[src/rtl/uart_pkg.sv]
// Shared UART definitions: receiver state encoding, default clock/baud
// settings and the clocks-per-bit derivation used by uart_send and uart_recv.
package uart_pkg;

  localparam int CLK_FREQ_DEF = 50000000;
  localparam int UART_BPS_DEF = 9600;

  typedef enum logic [1:0] {
    IDLE  = 2'd0,
    START = 2'd1,
    DATA  = 2'd2,
    STOP  = 2'd3
  } rx_state_t;

  function automatic int bps_cnt(input int clk_freq, input int uart_bps);
    return clk_freq / uart_bps;
  endfunction

endpackage

[src/rtl/uart_rx_sync.sv]
// Two-flop synchroniser for the asynchronous serial line plus a falling-edge
// detector on the synchronised signal. All flops reset to the idle level.
module uart_rx_sync (
  input  logic clk,
  input  logic rst_n,
  input  logic rxd,
  output logic rx_s,
  output logic fall
);

  logic rx_s1;
  logic rx_prev;

  always_ff @(posedge clk) begin
    if (!rst_n) begin
      rx_s1   <= 1'b1;
      rx_s    <= 1'b1;
      rx_prev <= 1'b1;
    end else begin
      rx_s1   <= rxd;
      rx_s    <= rx_s1;
      rx_prev <= rx_s;
    end
  end

  assign fall = rx_prev & ~rx_s;

endmodule

[src/rtl/uart_recv.sv]
// 8N1 UART receiver: oversamples the line at the system clock, samples each
// bit at its centre and strobes uart_done with the byte or frame_err on a bad stop bit.
module uart_recv
  import uart_pkg::*;
#(
  parameter int CLK_FREQ = CLK_FREQ_DEF,
  parameter int UART_BPS = UART_BPS_DEF
) (
  input  logic       clk,
  input  logic       rst_n,
  input  logic       uart_rxd,
  output logic [7:0] uart_data,
  output logic       uart_done,
  output logic       frame_err
);

  localparam int BPS_CNT = bps_cnt(CLK_FREQ, UART_BPS);
  localparam int CNT_W   = $clog2(BPS_CNT);
  localparam logic [CNT_W-1:0] CNT_MID = CNT_W'(BPS_CNT / 2 - 1);
  localparam logic [CNT_W-1:0] CNT_END = CNT_W'(BPS_CNT - 1);

  rx_state_t        state, state_next;
  logic [CNT_W-1:0] clk_cnt;
  logic [2:0]       bit_idx;
  logic [7:0]       shift;
  logic             rx_s, fall;
  logic             mid_hit, end_hit;
  logic             done_next, ferr_next;

  uart_rx_sync u_sync (
    .clk   (clk),
    .rst_n (rst_n),
    .rxd   (uart_rxd),
    .rx_s  (rx_s),
    .fall  (fall)
  );

  assign mid_hit = (clk_cnt == CNT_MID);
  assign end_hit = (clk_cnt == CNT_END);

  always_comb begin
    state_next = state;
    done_next  = 1'b0;
    ferr_next  = 1'b0;
    unique case (state)
      IDLE:  if (fall) state_next = START;
      START: if (mid_hit) state_next = rx_s ? IDLE : DATA;
      DATA:  if (end_hit && bit_idx == 3'd7) state_next = STOP;
      STOP: begin
        if (end_hit) begin
          state_next = IDLE;
          done_next  = rx_s;
          ferr_next  = ~rx_s;
        end
      end
      default: state_next = IDLE;
    endcase
  end

  always_ff @(posedge clk) begin
    if (!rst_n) begin
      state     <= IDLE;
      clk_cnt   <= '0;
      bit_idx   <= '0;
      uart_data <= 8'h00;
      uart_done <= 1'b0;
      frame_err <= 1'b0;
    end else begin
      state     <= state_next;
      uart_done <= done_next;
      frame_err <= ferr_next;
      if (done_next) uart_data <= shift;
      unique case (state)
        IDLE: begin
          clk_cnt <= '0;
          bit_idx <= '0;
        end
        START: begin
          clk_cnt <= mid_hit ? '0 : clk_cnt + 1'b1;
          bit_idx <= '0;
        end
        DATA: begin
          clk_cnt <= end_hit ? '0 : clk_cnt + 1'b1;
          if (end_hit) bit_idx <= bit_idx + 3'd1;
        end
        STOP:    clk_cnt <= end_hit ? '0 : clk_cnt + 1'b1;
        default: clk_cnt <= '0;
      endcase
    end
  end

  // Byte assembly register: no reset needed, only read after a full frame.
  always_ff @(posedge clk) begin
    if (state == DATA && end_hit) shift[bit_idx] <= rx_s;
  end

endmodule

[config.mk]
export PLATFORM = sky130hd
export DESIGN_NAME = uart_recv
export DESIGN_NICKNAME = d
export VERILOG_FILES = /design/src/rtl/uart_pkg.sv /design/src/rtl/uart_rx_sync.sv /design/src/rtl/uart_recv.sv
export SDC_FILE = /design/constraint.sdc
export NUM_CORES = 1
export LEC_CHECK = 0
export ABC_AREA = 1
export CAP_MARGIN = 20
export CORE_MARGIN = 4
export CORE_UTILIZATION = 61
export DETAILED_ROUTE_END_ITERATION = 10
export PLACE_DENSITY = 0.91
export SKIP_CTS_REPAIR_TIMING = 1
export SYNTH_ARGS = -nofsm -noshare
export SYNTH_HDL_FRONTEND = slang
export SYNTH_HIERARCHICAL = 1
export SYNTH_SLANG_ARGS = --single-unit
[constraint.sdc]
create_clock -name clk -period 3.26 [get_ports clk]
set_input_delay 0.978 -clock clk [delete_from_list [all_inputs] [get_ports clk]]
set_output_delay 0.978 -clock clk [all_outputs]
set_load 0.02 [all_outputs]
Run 1, nets reached from selected ports:
The bar under the picture is 20 um long.
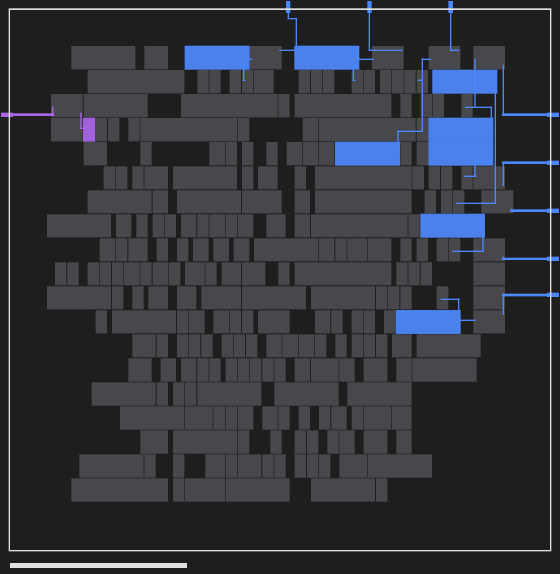
- `uart_data`: blue (direction output; edge 5 right, 3 top; end cells 8; buffers 8; wire 120 um)
- `uart_rxd`: purple (direction input; edge left; end cells 1; buffers 1; wire 7.60 um)

Run 1, zoomed window:
The bar under the picture is 10 um long. Window x 16 to 46, y 16 to 46 um. Cells in gray, sequential cells in the stronger gray; small squares are vias.
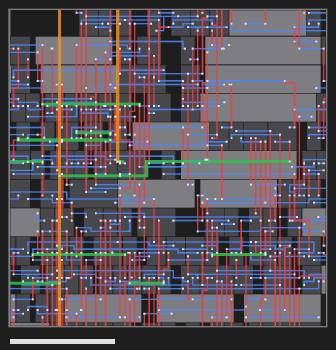
- M4: orange
- M1: blue
- M3: green
- M2: red
- netlist names of flops here include: `clk_cnt` (4), `shift` (4), `bit_idx` (3)
- most frequent: nor2_1 (19), nand2_1 (18), inv_1 (15)
- cells with their middle in the window: 107
- sequential cells in the window: 13

==> impl_metrics.py, run 1 <==
# Auto-generated metrics
metrics = {
    "synth": {
        "synth_seq_share_pct": 49.9,
        "xor_area_share_pct": 2.54,
        "ys.flops": 39,
        "synth_stat.cells": 226,
        "most_common_cell": "nand2_1",
        "fa_ha_area_share_pct": 2.18,
        "syn_avg_cell_area_um2": 7.63,
        "syn_inst": 226,
        "flop_cell": "dfxtp_1",
        "synth.largest_area_cell": "dfxtp_1",
        "common_cells": "47 x nand2_1, 41 x nor2_1, 35 x inv_1",
    },
    "global_route": {
        "grt_usage_pct": 18.2,
        "grt.met1_usage_pct": 22.4,
        "grt.busiest_layer": "met2",
        "grt-ovfl-total": 0,
        "grt_pass1_wl_um": 4970,
        "antenna_found_initial": 0,
        "grt_max_degree": 18,
    },
    "power": {
        "largestPowerGroup": "registers",
        "pg_clk_uw": 404,
        "power_density_nw_per_um2": 479,
        "p_sw_uw": 194,
        "powerComb_uw": 37.4,
        "pwr-share-comb_pct": 4.0,
        "p_seq_uw": 501,
        "power_frac_seq_pct": 53.2,
    },
    "final_layout": {
        "inv_count": 37,
        "final_util_pct": 71.9,
        "nets": 249,
        "largest_cell_class": "flip-flops and latches",
        "antenna_cells": 0,
        "regArea_um2": 861,
        "seq_share_pct": 43.8,
        "largest-register": "clk_cnt",
        "n_all_buffers": 13,
        "buf_share_pct": 6.49,
        "syn2layout_area_growth_pct": 14.0,
        "layout_top_cell": "nand2_1",
        "clk_share_pct": 5.35,
        "fillers": 206,
        "logic_area_um2": 694,
    },
    "placement": {
        "place_hpwl_um": 2060,
        "dp_slack_ps": 793,
    },
    "drt": {
        "routed_wl_um": 2960,
        "post_drt_wl_per_cell_um": 10.8,
        "viasPerCell": 5.04,
        "antenna_left": 0,
    },
    "cts": {
        "clk_root_buffer_cell": "clkbuf_4",
        "tritoncts": "yes",
        "cts_buffers": 5,
        "clockBufferDepth": 2,
        "htreeDepth": 2,
        "cts.sink_count": 39,
        "clk_latency_ps": 360,
        "path_clk_slew_ps": 120,
    },
    "run_status": {
        "status": "completed",
    },
    "worst_setup_path": {
        "slowest_delay_ps": 600,
        "crit_chain": "clkdlybuf4s50_1",
        "crit_path_end_kind": "output pin",
        "crit_end": "uart_data[5]",
        "cpMaxStageDelayCell": "clkdlybuf4s50_1",
        "cp.arrival_ps": 1310,
        "path_class": "flip-flop to output pin",
        "crit_buf_inv": 1,
        "r2r-end": "shift[7]",
        "r2r_start": "clk_cnt[0]",
        "critPathLaunch": "uart_data[5]",
        "cp.required_ps": 2280,
        "rrSetupSlack_ps": 1330,
        "path_delay_family": "buffers and inverters",
    },
    "timing": {
        "skew_ps": 9.81,
        "tightest_slew_ps": 446,
        "fin_ws_ps": 968,
        "setup_viol": 0,
        "rsz0062_at_grt": "no",
    },
    "floorplanning": {
        "chipHeight_um": 61.2,
        "n_tap_cell": 31,
        "die_area_um2": 3740,
        "ios": 13,
        "placementRows": 19,
        "fp_util_pct": 63.1,
    },
    "job": {
        "max-cap-violations": 0,
        "warning_count": 26,
    },
    "min_path": {
        "min_path_type": "flip-flop to flip-flop",
    },
}
Run 1, metal layers overlaid:
Two of the layers only.
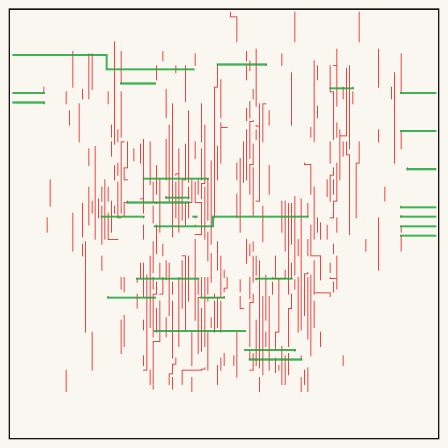
- M2: red (wire length 1280 um)
- M3: green (wire length 186 um)

==> inputs of run 2 (changes only) <==
--- a/config.mk
+++ b/config.mk
@@ -8,9 +8,9 @@
 export ABC_AREA = 1
 export CAP_MARGIN = 20
 export CORE_MARGIN = 4
-export CORE_UTILIZATION = 61
+export CORE_UTILIZATION = 57
 export DETAILED_ROUTE_END_ITERATION = 10
-export PLACE_DENSITY = 0.91
+export PLACE_DENSITY = 0.86
 export SKIP_CTS_REPAIR_TIMING = 1
 export SYNTH_ARGS = -nofsm -noshare
 export SYNTH_HDL_FRONTEND = slang
==> constraint.sdc (replaced) <==
create_clock -name clk -period 2.4 [get_ports clk]
set_input_delay 0.72 -clock clk [delete_from_list [all_inputs] [get_ports clk]]
set_output_delay 0.72 -clock clk [all_outputs]
set_load 0.02 [all_outputs]
Run 2, metal layers overlaid:
Two of the layers only.
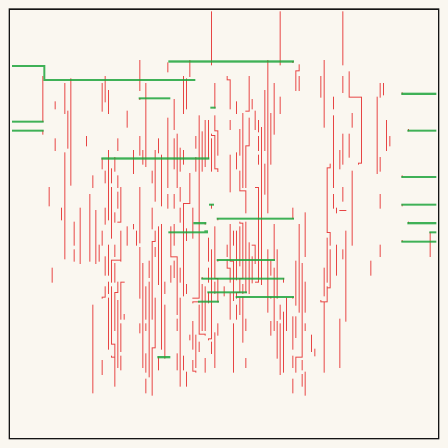
- M2: red (wire length 1290 um)
- M3: green (wire length 161 um)

Run 2, zoomed window:
The bar under the picture is 10 um long. Window x 16 to 46, y 16 to 46 um. Cells in gray, sequential cells in the stronger gray; small squares are vias.
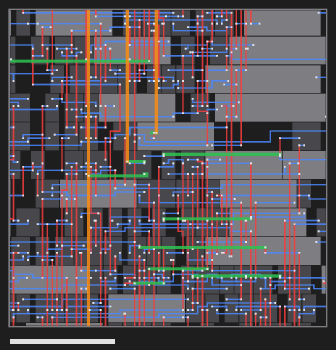
- M1: blue
- M4: orange
- M3: green
- M2: red
- netlist names of flops here include: `clk_cnt` (6), `shift` (4), `bit_idx` (3)
- sequential cells in the window: 16
- most frequent: nand2_1 (15), nor3_1 (12), dfxtp_1 (12)
- cells with their middle in the window: 98

Run 2, nets reached from selected ports:
The bar under the picture is 20 um long.
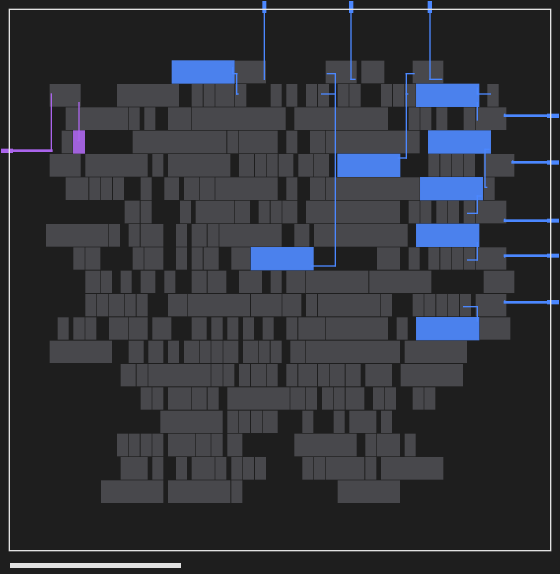
- `uart_data`: blue (direction output; edge 5 right, 3 top; end cells 8; buffers 8; wire 112 um)
- `uart_rxd`: purple (direction input; edge left; end cells 1; buffers 1; wire 15.5 um)

==> impl_metrics.py, run 2 <==
# Auto-generated metrics
metrics = {
    "floorplanning": {
        "chipHeight_um": 63,
        "placementRows": 19,
        "fp_util_pct": 60.9,
        "ios": 13,
        "n_tap_cell": 31,
    },
    "worst_setup_path": {
        "rrSetupSlack_ps": 460,
        "path_delay_family": "buffers and inverters",
        "crit_buf_inv": 1,
        "path_class": "flip-flop to output pin",
        "crit_path_end_kind": "output pin",
        "crit_end": "uart_data[4]",
        "cp.arrival_ps": 1320,
        "cpMaxStageDelayCell": "clkdlybuf4s50_1",
        "cp.required_ps": 1680,
        "r2r-end": "shift[0]",
        "critPathLaunch": "uart_data[4]",
        "slowest_delay_ps": 610,
        "crit_chain": "clkdlybuf4s50_1",
    },
    "timing": {
        "setup_viol": 0,
        "skew_ps": 7.19,
        "clock.fmax_ghz": 0.491,
        "holdWs_ps": 417,
        "rsz0062_at_grt": "no",
        "fin_ws_ps": 362,
        "tightest_slew_ps": 428,
    },
    "synth": {
        "common_cells": "47 x nand2_1, 41 x nor2_1, 35 x inv_1",
        "most_common_cell": "nand2_1",
        "edf_count": 8,
        "synth_stat.cells": 226,
        "flop_cell": "dfxtp_1",
        "xor_area_share_pct": 2.54,
        "synth_seq_share_pct": 49.9,
        "synth.largest_area_cell": "dfxtp_1",
        "fa_ha_area_share_pct": 2.18,
        "ys.flops": 39,
        "syn_inst": 226,
        "syn_avg_cell_area_um2": 7.63,
    },
    "drt": {
        "routed.top_layer": "met4",
        "routed_wl_um": 2960,
        "viasPerCell": 4.95,
        "drtIter0Drc": 49,
        "antenna_left": 0,
    },
    "cts": {
        "clk_root_buffer_cell": "clkbuf_4",
        "clockBufferDepth": 2,
        "htreeDepth": 2,
        "tritoncts": "yes",
        "path_clk_slew_ps": 110,
        "clk_latency_ps": 340,
        "cts_buffers": 5,
        "cts.sink_count": 39,
    },
    "min_path": {
        "min_path_type": "flip-flop to flip-flop",
    },
    "final_layout": {
        "fillers": 227,
        "layout_top_cell": "nand2_1",
        "n_all_buffers": 13,
        "regArea_um2": 861,
        "nets": 249,
        "buf_share_pct": 6.68,
        "final_util_pct": 67.5,
        "clk_share_pct": 2.62,
        "logic_area_um2": 694,
        "seq_share_pct": 45.1,
        "largest_cell_class": "flip-flops and latches",
        "antenna_cells": 0,
        "largest-register": "clk_cnt",
        "nClkBuffers": 7,
    },
    "global_route": {
        "grt-ovfl-total": 0,
        "grt_usage_pct": 16.8,
        "grt.busiest_layer": "met2",
        "antenna_found_initial": 0,
        "grt_pass1_wl_um": 5140,
        "grt_max_degree": 18,
        "grt.met1_usage_pct": 20.5,
    },
    "job": {
        "warning_count": 26,
        "max-cap-violations": 0,
    },
    "power": {
        "largestPowerGroup": "registers",
        "power_frac_seq_pct": 64.8,
        "p_seq_uw": 680,
        "pg_clk_uw": 318,
        "p_int_uw": 806,
        "powerComb_uw": 50.6,
        "pwr-share-comb_pct": 4.8,
        "p_sw_uw": 243,
    },
    "placement": {
        "portBuffers": 12,
        "place_hpwl_um": 2080,
        "dp_slack_ps": 376,
    },
    "run_status": {
        "status": "completed",
    },
}
==> inputs of run 3 (changes only) <==
--- a/config.mk
+++ b/config.mk
@@ -8,9 +8,9 @@
 export ABC_AREA = 1
 export CAP_MARGIN = 20
 export CORE_MARGIN = 4
-export CORE_UTILIZATION = 57
+export CORE_UTILIZATION = 51
 export DETAILED_ROUTE_END_ITERATION = 10
-export PLACE_DENSITY = 0.86
+export PLACE_DENSITY = 0.82
 export SKIP_CTS_REPAIR_TIMING = 1
 export SYNTH_ARGS = -nofsm -noshare
 export SYNTH_HDL_FRONTEND = slang
==> constraint.sdc (replaced) <==
create_clock -name clk -period 1.8 [get_ports clk]
set_input_delay 0.54 -clock clk [delete_from_list [all_inputs] [get_ports clk]]
set_output_delay 0.54 -clock clk [all_outputs]
set_load 0.02 [all_outputs]
Run 3, metal 1:
Supply wires on this layer in gray.
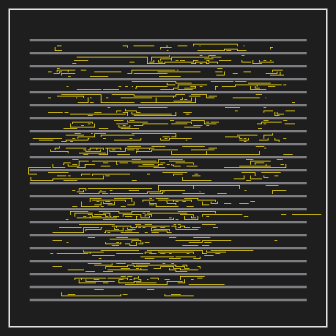
- longest straight run: 18.4 um
- main direction: horizontal
- nets with wire on the layer: 240
- share of all routed wire: 49%
- wire length on this layer: 1490 um

Run 3, metal layers overlaid:
Two of the layers only.
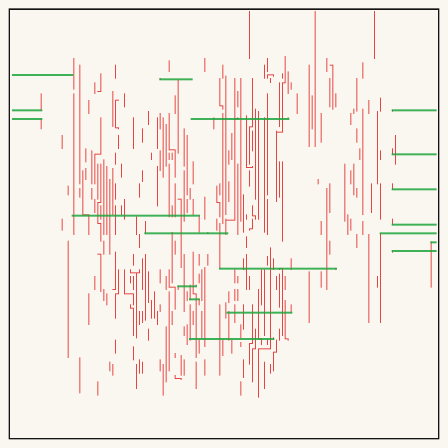
- M3: green (wire length 157 um)
- M2: red (wire length 1320 um)

Run 3, nets reached from selected ports:
The bar under the picture is 20 um long.
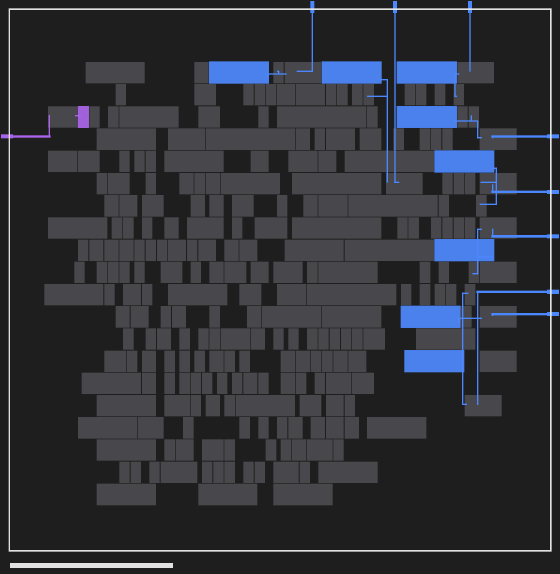
- `uart_rxd`: purple (direction input; edge left; end cells 1; buffers 1; wire 7.60 um)
- `uart_data`: blue (direction output; edge 5 right, 3 top; end cells 8; buffers 8; wire 152 um)

==> impl_metrics.py, run 3 <==
# Auto-generated metrics
metrics = {
    "worst_setup_path": {
        "cp.required_ps": 1870,
        "cpMaxStageDelayCell": "dfxtp_1",
        "r2r_start": "clk_cnt[0]",
        "cp_max_fo": 5,
        "path_class": "flip-flop to flip-flop",
        "path_delay_family": "simple AND/OR/NAND/NOR gates",
        "slowest_delay_ps": 370,
        "cp.arrival_ps": 1760,
        "crit_end": "shift[0]",
        "path_depth": 7,
        "rr_worst_depth": 7,
        "start_kind": "flip-flop",
        "rrSetupSlack_ps": 110,
        "crit_path_end_kind": "flip-flop",
        "crit_buf_inv": 0,
        "r2r-end": "shift[0]",
        "critPathLaunch": "clk_cnt[0]",
        "crit_chain": "ha_1 -> nand2_1 -> nor2_1 -> nand3_2 -> nor2_2 -> nand2_2 -> nor3_1",
    },
    "drt": {
        "antenna_left": 0,
        "routed.top_layer": "met4",
        "wl_met2_um": 1320,
        "post_drt_wl_per_cell_um": 10.3,
        "drc": 0,
        "viasPerCell": 4.74,
        "drtIter0Drc": 79,
        "routed_wl_um": 3030,
        "dr.pass1.iters": 4,
    },
    "global_route": {
        "met2_usage_pct": 23.9,
        "grt.met1_usage_pct": 20.6,
        "grt_pass1_wl_um": 5240,
        "grt_pass1_vias": 1204,
        "grt.busiest_layer": "met2",
        "grt-ovfl-total": 0,
        "grt_max_degree": 18,
        "antenna_found_initial": 0,
        "grt_usage_pct": 16.0,
        "gr-usage-met3_pct": 5.61,
    },
    "final_layout": {
        "layout_top_cell": "nand2_1",
        "antenna_cells": 0,
        "buf_share_pct": 9.68,
        "syn2layout_area_growth_pct": 18.4,
        "logic_area_um2": 737,
        "comb_share_pct": 36.1,
        "design_area_um2": 2040,
        "largest_cell_class": "flip-flops and latches",
        "nets": 255,
        "n_all_buffers": 19,
        "largest_reg_flops": 13,
        "fillers": 282,
        "largest-register": "clk_cnt",
        "stdcell_count": 294,
        "nClkBuffers": 5,
        "regArea_um2": 861,
        "seq_share_pct": 42.2,
        "final_cell_mix": "45 x nand2_1, 40 x nor2_1, 35 x inv_1",
        "final_util_pct": 64.8,
        "ff_count": 39,
        "clk_share_pct": 2.57,
        "inv_count": 37,
        "comb.multi_input.count": 147,
    },
    "power": {
        "p_int_mw": 1.07,
        "pg_clk_uw": 437,
        "powerComb_uw": 73.8,
        "largestPowerGroup": "registers",
        "power_frac_seq_pct": 63.9,
        "power_density_nw_per_um2": 693,
        "p_sw_uw": 346,
        "vdd_ir_drop_max_mv": 0.359,
        "leakagePower_nw": 1.05,
        "pwr-share-comb_pct": 5.2,
        "p_seq_uw": 905,
    },
    "timing": {
        "fin_ws_ps": 106,
        "holdWs_ps": 417,
        "skew_ps": 8.88,
        "finalSetupTns_ps": 0,
        "fin_crit_ps": 1690,
        "finalHoldViolations": 0,
        "slew_violations": 0,
        "clock.fmax_ghz": 0.590,
        "tightest_slew_ps": 332,
        "setup_viol": 0,
    },
    "job": {
        "max-cap-violations": 0,
        "warning_count": 26,
    },
    "cts": {
        "cts_buffers": 5,
        "tritoncts": "yes",
        "path_clk_slew_ps": 120,
        "clk_root_buffer_cell": "clkbuf_4",
        "htreeDepth": 2,
        "clk_latency_ps": 350,
        "cts.sink_count": 39,
        "clockBufferDepth": 2,
    },
    "synth": {
        "flop_cell": "dfxtp_1",
        "netlist.area_leader.share_pct": 36.0,
        "edf_count": 8,
        "area_leaders": "dfxtp_1 36%, edfxtp_1 14%, nand2_1 10%, nor2_1 8.9%, inv_1 7.6%",
        "common_cells": "47 x nand2_1, 41 x nor2_1, 35 x inv_1",
        "muxShareOfSynthArea_pct": 0,
        "syn_nets": 232,
        "most_common_cell": "nand2_1",
        "xor_area_share_pct": 2.54,
        "syn_avg_cell_area_um2": 7.63,
        "aoi_share_pct": 3.56,
        "syn-cell-area_um2": 1720,
        "synth_seq_share_pct": 49.9,
        "ys.flops": 39,
        "fa_ha_area_share_pct": 2.18,
        "synth.largest_area_cell": "dfxtp_1",
        "synth_stat.cells": 226,
        "ys_types": 23,
        "syn_inst": 226,
        "async_flop_share_pct": 0,
        "ys_area_um2": 1720,
    },
    "placement": {
        "portBuffers": 12,
        "dpl_cell_area_um2": 1920,
        "place_hpwl_um": 2100,
        "routabilityCongestion": 0.851,
        "dp_slack_ps": 10.5,
    },
    "floorplanning": {
        "ios": 13,
        "die_area_um2": 4380,
        "n_tap_cell": 44,
        "fp_util_pct": 54.7,
        "core_um2": 3150,
        "placementRows": 20,
        "chipHeight_um": 66.1,
        "fp.dieW_um": 66.1,
    },
    "min_path": {
        "holdPathEnd": "u_sync/rx_s",
        "min_from": "u_sync/rx_s1",
        "min_path_type": "flip-flop to flip-flop",
    },
    "run_status": {
        "status": "completed",
    },
}
Power is estimated from default activity; no workload was simulated.
